<file path="config.mk">
export PLATFORM = sky130hd
export DESIGN_NAME = lm07_spi_responder_flat
export DESIGN_NICKNAME = d
export VERILOG_FILES = /design/src/rtl/lm07_spi_responder_if.sv /design/src/rtl/lm07_spi_responder.sv /design/src/flat_wrapper.sv
export SDC_FILE = /design/constraint.sdc
export NUM_CORES = 1
export LEC_CHECK = 0
export ABC_AREA = 1
export CELL_PAD_IN_SITES_DETAIL_PLACEMENT = 1
export CELL_PAD_IN_SITES_GLOBAL_PLACEMENT = 1
export CORE_MARGIN = 5
export CORE_UTILIZATION = 46
export CTS_BUF_LIST = sky130_fd_sc_hd__clkbuf_8
export CTS_CLUSTER_DIAMETER = 100
export CTS_CLUSTER_SIZE = 16
export DETAILED_ROUTE_END_ITERATION = 12
export PLACE_DENSITY = 0.95
export SYNTH_ARGS = -nofsm -noshare
export SYNTH_HDL_FRONTEND = slang
export SYNTH_SLANG_ARGS = --single-unit
</file>
<file path="constraint.sdc">
create_clock -name clk -period 4.1 [get_ports clk]
set_input_delay 0.615 -clock clk [delete_from_list [all_inputs] [get_ports clk]]
set_output_delay 0.615 -clock clk [all_outputs]
set_load 0.02 [all_outputs]
</file>
<file path="src/rtl/lm07_spi_responder_if.sv">
// Bus bundle for the LM07 responder: local word-write handshake plus the 3-wire SPI pins.
interface lm07_spi_responder_if #(
    parameter int unsigned WORD_W = 16
);
    logic [WORD_W-1:0] temp_in;
    logic              temp_valid;
    logic              temp_ready;
    logic              cs_in;
    logic              sck_in;
    logic              sio_out;
    logic              sio_oe;
    logic              frame_done;
    logic              frame_abort;

    // Producer / SPI-master side.
    modport master (
        output temp_in, temp_valid, cs_in, sck_in,
        input  temp_ready, sio_out, sio_oe, frame_done, frame_abort
    );

    // Responder side.
    modport slave (
        input  temp_in, temp_valid, cs_in, sck_in,
        output temp_ready, sio_out, sio_oe, frame_done, frame_abort
    );
endinterface

</file>
<file path="src/rtl/lm07_spi_responder.sv">
// LM07 3-wire SPI responder: publishes a held temperature word MSB-first while CS is low,
// advancing one bit per SCK falling edge. CS/SCK are oversampled in the clk domain.
module lm07_spi_responder #(
    parameter int unsigned WORD_W      = 16,
    parameter int unsigned SYNC_STAGES = 2
) (
    input logic                  clk,
    input logic                  rst_n,
    lm07_spi_responder_if.slave  bus
);
    localparam int unsigned CNT_W = $clog2(WORD_W + 1);
    localparam logic [CNT_W-1:0] WordCnt = CNT_W'(WORD_W);

    typedef enum logic [0:0] {StIdle, StActive} state_e;

    logic [SYNC_STAGES-1:0] cs_sync_q, sck_sync_q, vld_q;
    logic                   cs_prev_q, sck_prev_q, armed_q;
    logic                   cs_s, sck_s, cs_fall, cs_rise, sck_fall;

    state_e            state_q, state_d;
    logic [WORD_W-1:0] hold_q, hold_d, shift_q, shift_d;
    logic [CNT_W-1:0]  bit_cnt_q, bit_cnt_d;
    logic              done_q, done_d, abort_q, abort_d;

    assign cs_s  = cs_sync_q[SYNC_STAGES-1];
    assign sck_s = sck_sync_q[SYNC_STAGES-1];

    // Synchronizers, edge-detect flops and the CS arming flag.
    always_ff @(posedge clk or negedge rst_n) begin
        if (!rst_n) begin
            cs_sync_q  <= '1;
            sck_sync_q <= '0;
            cs_prev_q  <= 1'b1;
            sck_prev_q <= 1'b0;
            vld_q      <= '0;
            armed_q    <= 1'b0;
        end else begin
            cs_sync_q  <= {cs_sync_q[SYNC_STAGES-2:0], bus.cs_in};
            sck_sync_q <= {sck_sync_q[SYNC_STAGES-2:0], bus.sck_in};
            cs_prev_q  <= cs_s;
            sck_prev_q <= sck_s;
            vld_q      <= {vld_q[SYNC_STAGES-2:0], 1'b1};
            // Reset preloads CS high; only a genuinely sampled high CS may arm a frame start.
            armed_q    <= armed_q | (vld_q[SYNC_STAGES-1] & cs_s);
        end
    end

    assign cs_fall  = armed_q & cs_prev_q & ~cs_s;
    assign cs_rise  = ~cs_prev_q & cs_s;
    assign sck_fall = sck_prev_q & ~sck_s;

    // Frame state, hold/shift registers and the completion pulses.
    always_ff @(posedge clk or negedge rst_n) begin
        if (!rst_n) begin
            state_q   <= StIdle;
            hold_q    <= '0;
            shift_q   <= '0;
            bit_cnt_q <= '0;
            done_q    <= 1'b0;
            abort_q   <= 1'b0;
        end else begin
            state_q   <= state_d;
            hold_q    <= hold_d;
            shift_q   <= shift_d;
            bit_cnt_q <= bit_cnt_d;
            done_q    <= done_d;
            abort_q   <= abort_d;
        end
    end

    // Next-state: load on CS fall, shift on SCK fall, finish on CS rise (which beats SCK).
    always_comb begin
        state_d   = state_q;
        hold_d    = hold_q;
        shift_d   = shift_q;
        bit_cnt_d = bit_cnt_q;
        done_d    = 1'b0;
        abort_d   = 1'b0;
        if (bus.temp_valid && bus.temp_ready) begin
            hold_d = bus.temp_in;
        end
        unique case (state_q)
            StIdle: begin
                if (cs_fall) begin
                    shift_d   = hold_q;
                    bit_cnt_d = '0;
                    state_d   = StActive;
                end
            end
            StActive: begin
                if (cs_rise) begin
                    state_d = StIdle;
                    done_d  = (bit_cnt_q == WordCnt);
                    abort_d = (bit_cnt_q != WordCnt);
                end else if (sck_fall && bit_cnt_q != WordCnt) begin
                    shift_d   = {shift_q[WORD_W-2:0], 1'b0};
                    bit_cnt_d = bit_cnt_q + CNT_W'(1);
                end
            end
        endcase
    end

    // Outputs decode straight from state so reset drops sio_oe asynchronously.
    always_comb begin
        bus.temp_ready  = (state_q == StIdle) && !cs_fall;
        bus.sio_oe      = (state_q == StActive);
        bus.sio_out     = (state_q == StActive) && shift_q[WORD_W-1];
        bus.frame_done  = done_q;
        bus.frame_abort = abort_q;
    end
endmodule

</file>
<file path="src/flat_wrapper.sv">
// flat-port wrapper written by rule: the top's interface ports become plain ports
module lm07_spi_responder_flat 
#(
    parameter int unsigned WORD_W      = 16,
    parameter int unsigned SYNC_STAGES = 2
)
  (clk, rst_n, bus_temp_in, bus_temp_valid, bus_cs_in, bus_sck_in, bus_temp_ready, bus_sio_out, bus_sio_oe, bus_frame_done, bus_frame_abort);
  lm07_spi_responder_if #(.WORD_W(WORD_W)) bus_i ();
  input logic clk;
  input logic rst_n;
  input wire logic [$bits(bus_i.temp_in)-1:0] bus_temp_in;
  input wire logic [$bits(bus_i.temp_valid)-1:0] bus_temp_valid;
  input wire logic [$bits(bus_i.cs_in)-1:0] bus_cs_in;
  input wire logic [$bits(bus_i.sck_in)-1:0] bus_sck_in;
  output wire logic [$bits(bus_i.temp_ready)-1:0] bus_temp_ready;
  output wire logic [$bits(bus_i.sio_out)-1:0] bus_sio_out;
  output wire logic [$bits(bus_i.sio_oe)-1:0] bus_sio_oe;
  output wire logic [$bits(bus_i.frame_done)-1:0] bus_frame_done;
  output wire logic [$bits(bus_i.frame_abort)-1:0] bus_frame_abort;
  assign bus_i.temp_in = bus_temp_in;
  assign bus_i.temp_valid = bus_temp_valid;
  assign bus_i.cs_in = bus_cs_in;
  assign bus_i.sck_in = bus_sck_in;
  assign bus_temp_ready = bus_i.temp_ready;
  assign bus_sio_out = bus_i.sio_out;
  assign bus_sio_oe = bus_i.sio_oe;
  assign bus_frame_done = bus_i.frame_done;
  assign bus_frame_abort = bus_i.frame_abort;
  lm07_spi_responder #(.WORD_W(WORD_W), .SYNC_STAGES(SYNC_STAGES)) u_core (.clk(clk), .rst_n(rst_n), .bus(bus_i));
endmodule
</file>
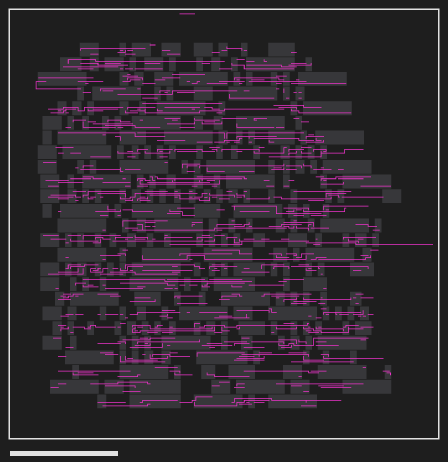
Figure 1: signal wires on met1.
Bar = 20 um. Cells faint in the background.
share of all routed wire = 44%
wire length on this layer = 2,280 um
nets with wire on the layer = 272
longest straight run = 23.9 um
main direction = horizontal
grt met1 use: 21.60%
via count: 1,717
Routed WL: 5.171 mm

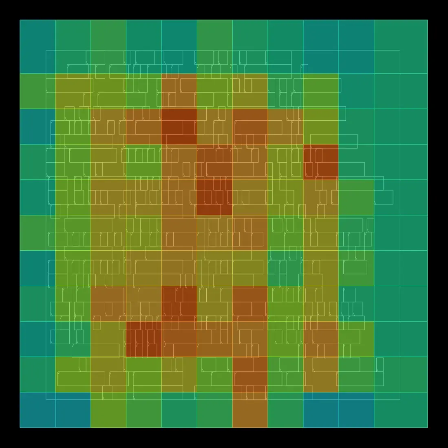
Figure 2: track usage over the die.
grt met3 use: 2.709%
GR Util All Layers: 17.82%

==> results.toml <==
# implementation run metrics
[run_status]
outcome = "finished, final reports clean"

[floorplan]
rows = 25
chipArea_mm2 = 0.006308

[clock_network]
post_cts_buffers = 0
clk_pin_slew_worst_paths_ns = 0.09
cts-hold-fix-buffers = 0
cts_inserted_buffers = 5
worstSkewPairLatency_ns = 0.31

[drt]
wl_met1_mm = 2.274
wl_met2_mm = 2.681
drcViolationCount = 0

[worst_setup_path]
slowest_delay_ns = 0.72
reg2reg_slack_ns = 1.23
crit_family = "buffers and inverters"
crit_start = "u_core.bus.sio_oe$_DFF_PN0_"
crit_type = "reg -> out"

[global_route]
grt_max_degree = 50
grt_pass1_vias = 1730
grt_pass1_wl_mm = 8.514

[final_layout]
most-common-layout-cells = "130 x nand2_1, 46 x dfrtp_1, 38 x nand3_1, 24 x clkdlybuf4s50_1"
antennaDiodeCount = 0
logic_area_um2 = 844.6
nets = 303
drive_gt1_share_pct = 6.406

[synth]
largest_area_cell = "dfrtp_1"
ys_cells = 263
synth.avg_cell_area_um2 = 8.430
ys_warn_count = 0
ys_area_mm2 = 0.002217
synth-simple-area-share_pct = 34.37
synth-compound-area-share_pct = 2.032
ys_ff = 49
ys_async_sr_fraction_pct = 100.0

[pwr]
power_density_mw_per_mm2 = 502.1
clk-power_mw = 0.317
switching_share_pct = 32.84

[final_timing]
setup_ws_ns = 1.162
hold_viol_final = 0
max_freq_ghz = 0.3403
fin_skew_ns = 0.01218
rsz0062_at_grt = "false"

[placement]
gp_congestion = 0.7696
hpwl_mm = 3.301
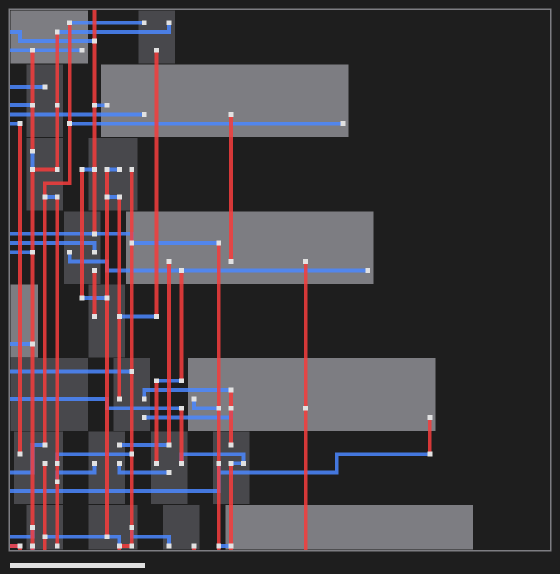
Figure 3: close-up of the layout.
Bar = 5 um. Region (50, 50) to (70, 70) um. Cells in grey, sequential cells in the stronger grey; small squares are vias.
M1 -> blue
M2 -> red
most frequent = nand2_1 (11), dfrtp_1 (4), nand3_1 (3)
netlist names of flops here include = u_core.shift_q (3), u_core.hold_q (1)
sequential cells in the window = 4
cells with their middle in the window = 19

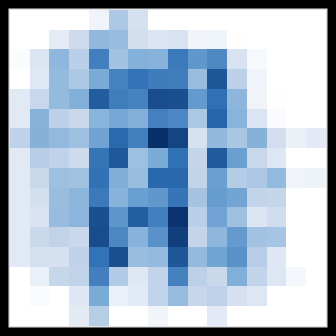
Figure 4: wiring heat map.
16 x 16 tiles, from white (low) to dark blue (high), scaled to the fullest tile. Values are wire area over tile area, all layers added.
tiles over half the peak = 23%
fullest tile = 0.41
nearly empty tiles = 24%

## flip-flops by register name, indices dropped and copies added (netlist names)
signal                  flops
u_core.armed_q              1
u_core.bus.frame_abort      1
u_core.sck_prev_q           1
u_core.shift_q             16
u_core.sck_sync_q           2
u_core.cs_prev_q            1
u_core.bus.frame_done       1
u_core.cs_sync_q            2
u_core.vld_q                2
u_core.bus.sio_oe           1
u_core.bit_cnt_q            5
u_core.hold_q              16
## layout make-up
class | instances | share of cell area, %
clock inverters | 1 | 0.1984
repair buffers | 25 | 9.722
multi-input cells | 190 | 33.48
clock buffers | 7 | 3.819
inverters | 9 | 1.339
well taps | 54 | 2.679
flip-flops and latches | 49 | 48.76
